[src/rtl/micro_sequencer_if.sv]
// Bus between the picoRISC control store / datapath and the micro-sequencer:
// microinstruction fields and status in, control-store address and state out.
interface micro_sequencer_if #(
    parameter int ADDR_W = 8,
    parameter int COND_W = 8
);
    localparam int SEL_W = (COND_W > 1) ? $clog2(COND_W) : 1;

    logic              start;
    logic [1:0]        mi_br_type;
    logic [ADDR_W-1:0] mi_target;
    logic [SEL_W-1:0]  mi_cond_sel;
    logic              mi_cond_neg;
    logic [COND_W-1:0] cond;
    logic [ADDR_W-1:0] mbr_addr;
    logic              mem_wait;
    logic              halt_req;
    logic [ADDR_W-1:0] upc;
    logic              upc_valid;
    logic              halted;

    modport master (
        output start, mi_br_type, mi_target, mi_cond_sel, mi_cond_neg,
               cond, mbr_addr, mem_wait, halt_req,
        input  upc, upc_valid, halted
    );

    modport slave (
        input  start, mi_br_type, mi_target, mi_cond_sel, mi_cond_neg,
               cond, mbr_addr, mem_wait, halt_req,
        output upc, upc_valid, halted
    );
endinterface

[src/rtl/micro_sequencer.sv]
// Microprogram sequencer: owns the uPC and selects the next control-store
// address from increment, jump, conditional jump or the multiway encoder.
module micro_sequencer #(
    parameter int ADDR_W = 8,
    parameter int COND_W = 8
) (
    input  logic              clk,
    input  logic              rst_n,
    micro_sequencer_if.slave  bus
);
    typedef enum logic [1:0] {
        IDLE = 2'd0,
        RUN  = 2'd1,
        HALT = 2'd2
    } state_t;

    localparam logic [1:0] BR_NEXT  = 2'b00;
    localparam logic [1:0] BR_JUMP  = 2'b01;
    localparam logic [1:0] BR_COND  = 2'b10;
    localparam logic [1:0] BR_MULTI = 2'b11;

    state_t            state;
    state_t            state_next;
    logic [ADDR_W-1:0] upc;
    logic [ADDR_W-1:0] upc_next;
    logic [ADDR_W-1:0] upc_inc;
    logic [COND_W-1:0] cond_vec;
    logic              cond_taken;

    assign cond_vec   = bus.cond;
    assign cond_taken = cond_vec[bus.mi_cond_sel] ^ bus.mi_cond_neg;
    assign upc_inc    = upc + ADDR_W'(1);

    always_ff @(posedge clk) begin
        if (!rst_n) begin
            state <= IDLE;
            upc   <= '0;
        end else begin
            state <= state_next;
            upc   <= upc_next;
        end
    end

    // A stall freezes everything, including a pending halt request.
    always_comb begin
        state_next = state;
        upc_next   = upc;
        case (state)
            IDLE: begin
                upc_next = '0;
                if (bus.start) begin
                    state_next = RUN;
                end
            end
            RUN: begin
                if (!bus.mem_wait) begin
                    if (bus.halt_req) begin
                        state_next = HALT;
                    end else begin
                        case (bus.mi_br_type)
                            BR_NEXT:  upc_next = upc_inc;
                            BR_JUMP:  upc_next = bus.mi_target;
                            BR_COND:  upc_next = cond_taken ? bus.mi_target : upc_inc;
                            BR_MULTI: upc_next = bus.mbr_addr;
                            default:  upc_next = upc_inc;
                        endcase
                    end
                end
            end
            HALT: begin
                if (bus.start) begin
                    state_next = RUN;
                    upc_next   = '0;
                end
            end
            default: begin
                state_next = IDLE;
                upc_next   = '0;
            end
        endcase
    end

    assign bus.upc       = upc;
    assign bus.upc_valid = (state == RUN);
    assign bus.halted    = (state == HALT);
endmodule

[src/flat_wrapper.sv]
// flat-port wrapper written by rule: the top's interface ports become plain ports
module micro_sequencer_flat 
#(
    parameter int ADDR_W = 8,
    parameter int COND_W = 8
)
  (clk, rst_n, bus_start, bus_mi_br_type, bus_mi_target, bus_mi_cond_sel, bus_mi_cond_neg, bus_cond, bus_mbr_addr, bus_mem_wait, bus_halt_req, bus_upc, bus_upc_valid, bus_halted);
  micro_sequencer_if #(.ADDR_W(ADDR_W), .COND_W(COND_W)) bus_i ();
  input  logic clk;
  input  logic rst_n;
  input wire logic [$bits(bus_i.start)-1:0] bus_start;
  input wire logic [$bits(bus_i.mi_br_type)-1:0] bus_mi_br_type;
  input wire logic [$bits(bus_i.mi_target)-1:0] bus_mi_target;
  input wire logic [$bits(bus_i.mi_cond_sel)-1:0] bus_mi_cond_sel;
  input wire logic [$bits(bus_i.mi_cond_neg)-1:0] bus_mi_cond_neg;
  input wire logic [$bits(bus_i.cond)-1:0] bus_cond;
  input wire logic [$bits(bus_i.mbr_addr)-1:0] bus_mbr_addr;
  input wire logic [$bits(bus_i.mem_wait)-1:0] bus_mem_wait;
  input wire logic [$bits(bus_i.halt_req)-1:0] bus_halt_req;
  output wire logic [$bits(bus_i.upc)-1:0] bus_upc;
  output wire logic [$bits(bus_i.upc_valid)-1:0] bus_upc_valid;
  output wire logic [$bits(bus_i.halted)-1:0] bus_halted;
  assign bus_i.start = bus_start;
  assign bus_i.mi_br_type = bus_mi_br_type;
  assign bus_i.mi_target = bus_mi_target;
  assign bus_i.mi_cond_sel = bus_mi_cond_sel;
  assign bus_i.mi_cond_neg = bus_mi_cond_neg;
  assign bus_i.cond = bus_cond;
  assign bus_i.mbr_addr = bus_mbr_addr;
  assign bus_i.mem_wait = bus_mem_wait;
  assign bus_i.halt_req = bus_halt_req;
  assign bus_upc = bus_i.upc;
  assign bus_upc_valid = bus_i.upc_valid;
  assign bus_halted = bus_i.halted;
  micro_sequencer #(.ADDR_W(ADDR_W), .COND_W(COND_W)) u_core (.clk(clk), .rst_n(rst_n), .bus(bus_i));
endmodule
[config.mk]
export PLATFORM = sky130hd
export DESIGN_NAME = micro_sequencer_flat
export DESIGN_NICKNAME = d
export VERILOG_FILES = /design/src/rtl/micro_sequencer_if.sv /design/src/rtl/micro_sequencer.sv /design/src/flat_wrapper.sv
export SDC_FILE = /design/constraint.sdc
export NUM_CORES = 1
export LEC_CHECK = 0
export CAP_MARGIN = 15
export CORE_MARGIN = 3
export CORE_UTILIZATION = 39
export CTS_CLUSTER_DIAMETER = 60
export DETAILED_ROUTE_END_ITERATION = 16
export PLACE_DENSITY = 0.81
export SLEW_MARGIN = 20
export SYNTH_ARGS = -nofsm -noshare
export SYNTH_HDL_FRONTEND = slang
export SYNTH_SLANG_ARGS = --single-unit
[constraint.sdc]
create_clock -name clk -period 5.4 [get_ports clk]
set_input_delay 1.62 -clock clk [delete_from_list [all_inputs] [get_ports clk]]
set_output_delay 1.62 -clock clk [all_outputs]
set_load 0.02 [all_outputs]
==> design notes <==
Yosys reports that the leading cell type by area covers 21.3% of the netlist area. The average wire per cell in the routed design was 14.3 µm. 0 antenna diodes ended up in the layout. The run gives 21.3% as the portion of the post-synthesis area used by sequential elements. The run gives 304 MHz as the upper clock frequency limit.

Most frequently used flop master after synthesis: sky130_fd_sc_hd__dfxtp_1. The highest signal layer in the routed design was met4. At the worst endpoint, the required time is 5.57 ns. As reported, the later end of the worst-skew pair has a clock insertion delay of 0.28 ns.

The count of boundary I/O pins came out at 45. The tools report the synthesized netlist net count as 154. The flow ran to the end, and the final reports show no timing, DRC or antenna violations.

The run gives 21 for the DRC violation total after the first TritonRoute iteration. The register share of total power came out at 34.1%. The initial core utilization is 41.7%.

Nets still carrying antenna violations after routing amount to 0. The main area contributors are sky130_fd_sc_hd__dfxtp_1 (21%), sky130_fd_sc_hd__mux2i_1 (9.6%), sky130_fd_sc_hd__nand2_1 (8.0%). The final layout contains 197 nets.

The tools report the pin count of the biggest net entering global routing as 20. Per the cell usage report, the commonest logic cells after layout are sky130_fd_sc_hd__clkdlybuf4s50_1 (44), sky130_fd_sc_hd__nand2_1 (20), sky130_fd_sc_hd__dfxtp_1 (10). STA classifies the critical path startpoint as a primary input.

Library cell with the largest summed area after synthesis: sky130_fd_sc_hd__dfxtp_1. The flop and latch count out of synthesis is 10. The switching power as a share of total power was 30.2%; the delay contributed by the slowest stage of the critical path was 0.60 ns. The number of buffers and inverters on the critical path is 1, and the sum of overflow across all layers after global routing is 0.

The number of cells reported by Yosys stat comes to 118. The pin closest to its max-slew limit shows a slew of 0.665 ns. Number of warnings in the stage logs: 26. In this run the power density over the cells is 160 nW/µm². Detailed routing placed a total of 1330 µm of wire on met2.

With the post-cts hold buffer count at 0, the setup slack at placement is 1.84 ns. In this run the core area contains 17 standard-cell rows. In the final report, the number of pins over their slew limit comes to 0.

The stat command in Yosys gives a chip area of 940 µm². The switching component of the power was reported as 68.6 µW. The kind of cell adding the most delay to the critical path is buffers and inverters. The share of the cycle needed by the critical path after routing is 60.8%, and the gate count after technology mapping is 118.

Once the clock tree was built, the setup fixing pass inserted 0 buffers. The buffer_ports step reported a buffer count of 44. Ranked by instance count, the synthesized netlist is headed by sky130_fd_sc_hd__nand2_1 (20), sky130_fd_sc_hd__dfxtp_1 (10), sky130_fd_sc_hd__mux2i_1 (9).

Setup repair after global routing left no endpoint under its margin.
-- power groups by stage --
stage,clock [mW],combinational (mW),sequential [mW]
3_3_place_gp,0,0.0749,0.0792
5_1_grt,0.0761,0.0833,0.0779
3_5_place_dp,0,0.0770,0.0793
2_1_floorplan,0,0.0393,0.0800
4_1_cts,0.0733,0.0774,0.0775
6_report,0.0724,0.0776,0.0775
-- state kept, by name, indices dropped and copies added, names as in the netlist --
register        count
u_core.bus.upc      8
u_core.state        2
-- logic make-up (layout without fill, tap and decap cells) --
group	after synthesis	after routing	share of synthesized area, %
mux	12	12	13.2
flops	10	10	21.3
xor+xnor	7	7	9.32
fa+ha+maj	1	1	1.33
buf+inv	9	51	4.66
simple gates	47	47	25.6
compound gates	32	32	24.6
-- worst paths after layout --
kind	start	to	slack, ns	depth (start not counted)
worst max-delay path	bus_mi_cond_sel[0]	u_core.bus.upc[3]	2.12	7
worst min-delay path	u_core.bus.upc[7]	u_core.bus.upc[7]	0.50	2
worst max register to register	u_core.state[1]	u_core.bus.upc[0]	3.69	6
worst min register to register	u_core.bus.upc[7]	u_core.bus.upc[7]	0.50	2
-- layout make-up --
cell class	instances	area, µm²
clock buffers	4	36.3
well taps	28	35.0
repair buffers	44	440
inverters	3	11.3
fillers	230	836
flip-flops and latches	10	200
multi-input cells	99	696
-- metrics by stage --
step | instance area, µm² | std cells | util, % | power, mW
after detailed placement | 1380 | 184 | 61.3 | 0.156
after CTS | 1420 | 188 | 62.9 | 0.228
after global placement | 1380 | 184 | 61.3 | 0.154
after floorplan | 940 | 118 | - | 0.119
final | 1420 | 188 | 62.9 | 0.227
after global routing | 1420 | 188 | 62.9 | 0.237
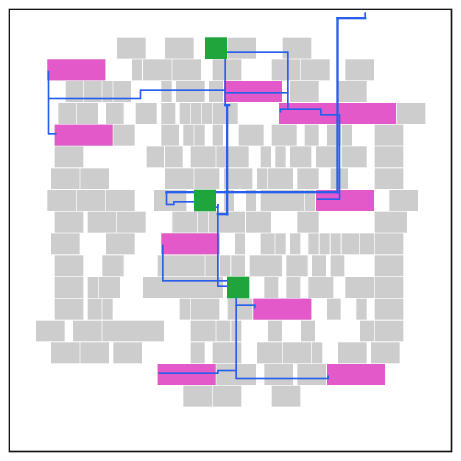
(clock network drawn from the DEF)
Drawn at 8 px/µm.
legend:
  magenta:
    item: flip-flops
    count: 10
  blue:
    item: clock wires
    length: 217 µm
  green:
    item: clock drivers
    count: 3
flops lie: all over the die
routed clock nets: 4

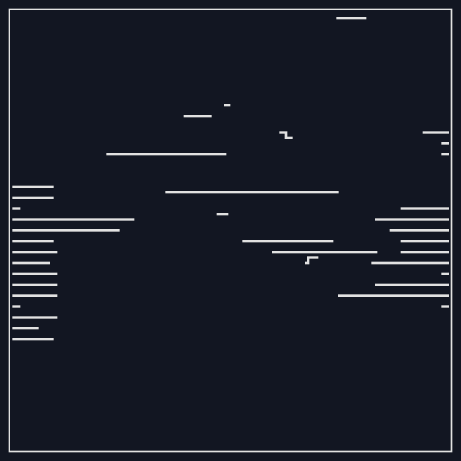
(the metal 3 layer)
Drawn at 8 px/µm.
share of all routed wire: 8.4%
nets with wire on the layer: 35
wire length on this layer: 226 µm
longest straight run: 21.4 µm
M3 GR Usage: 4.29%
via count: 1,043
Detailed Route WL: 2690 µm

No activity file was given, so power comes from the tool's default toggle rates.
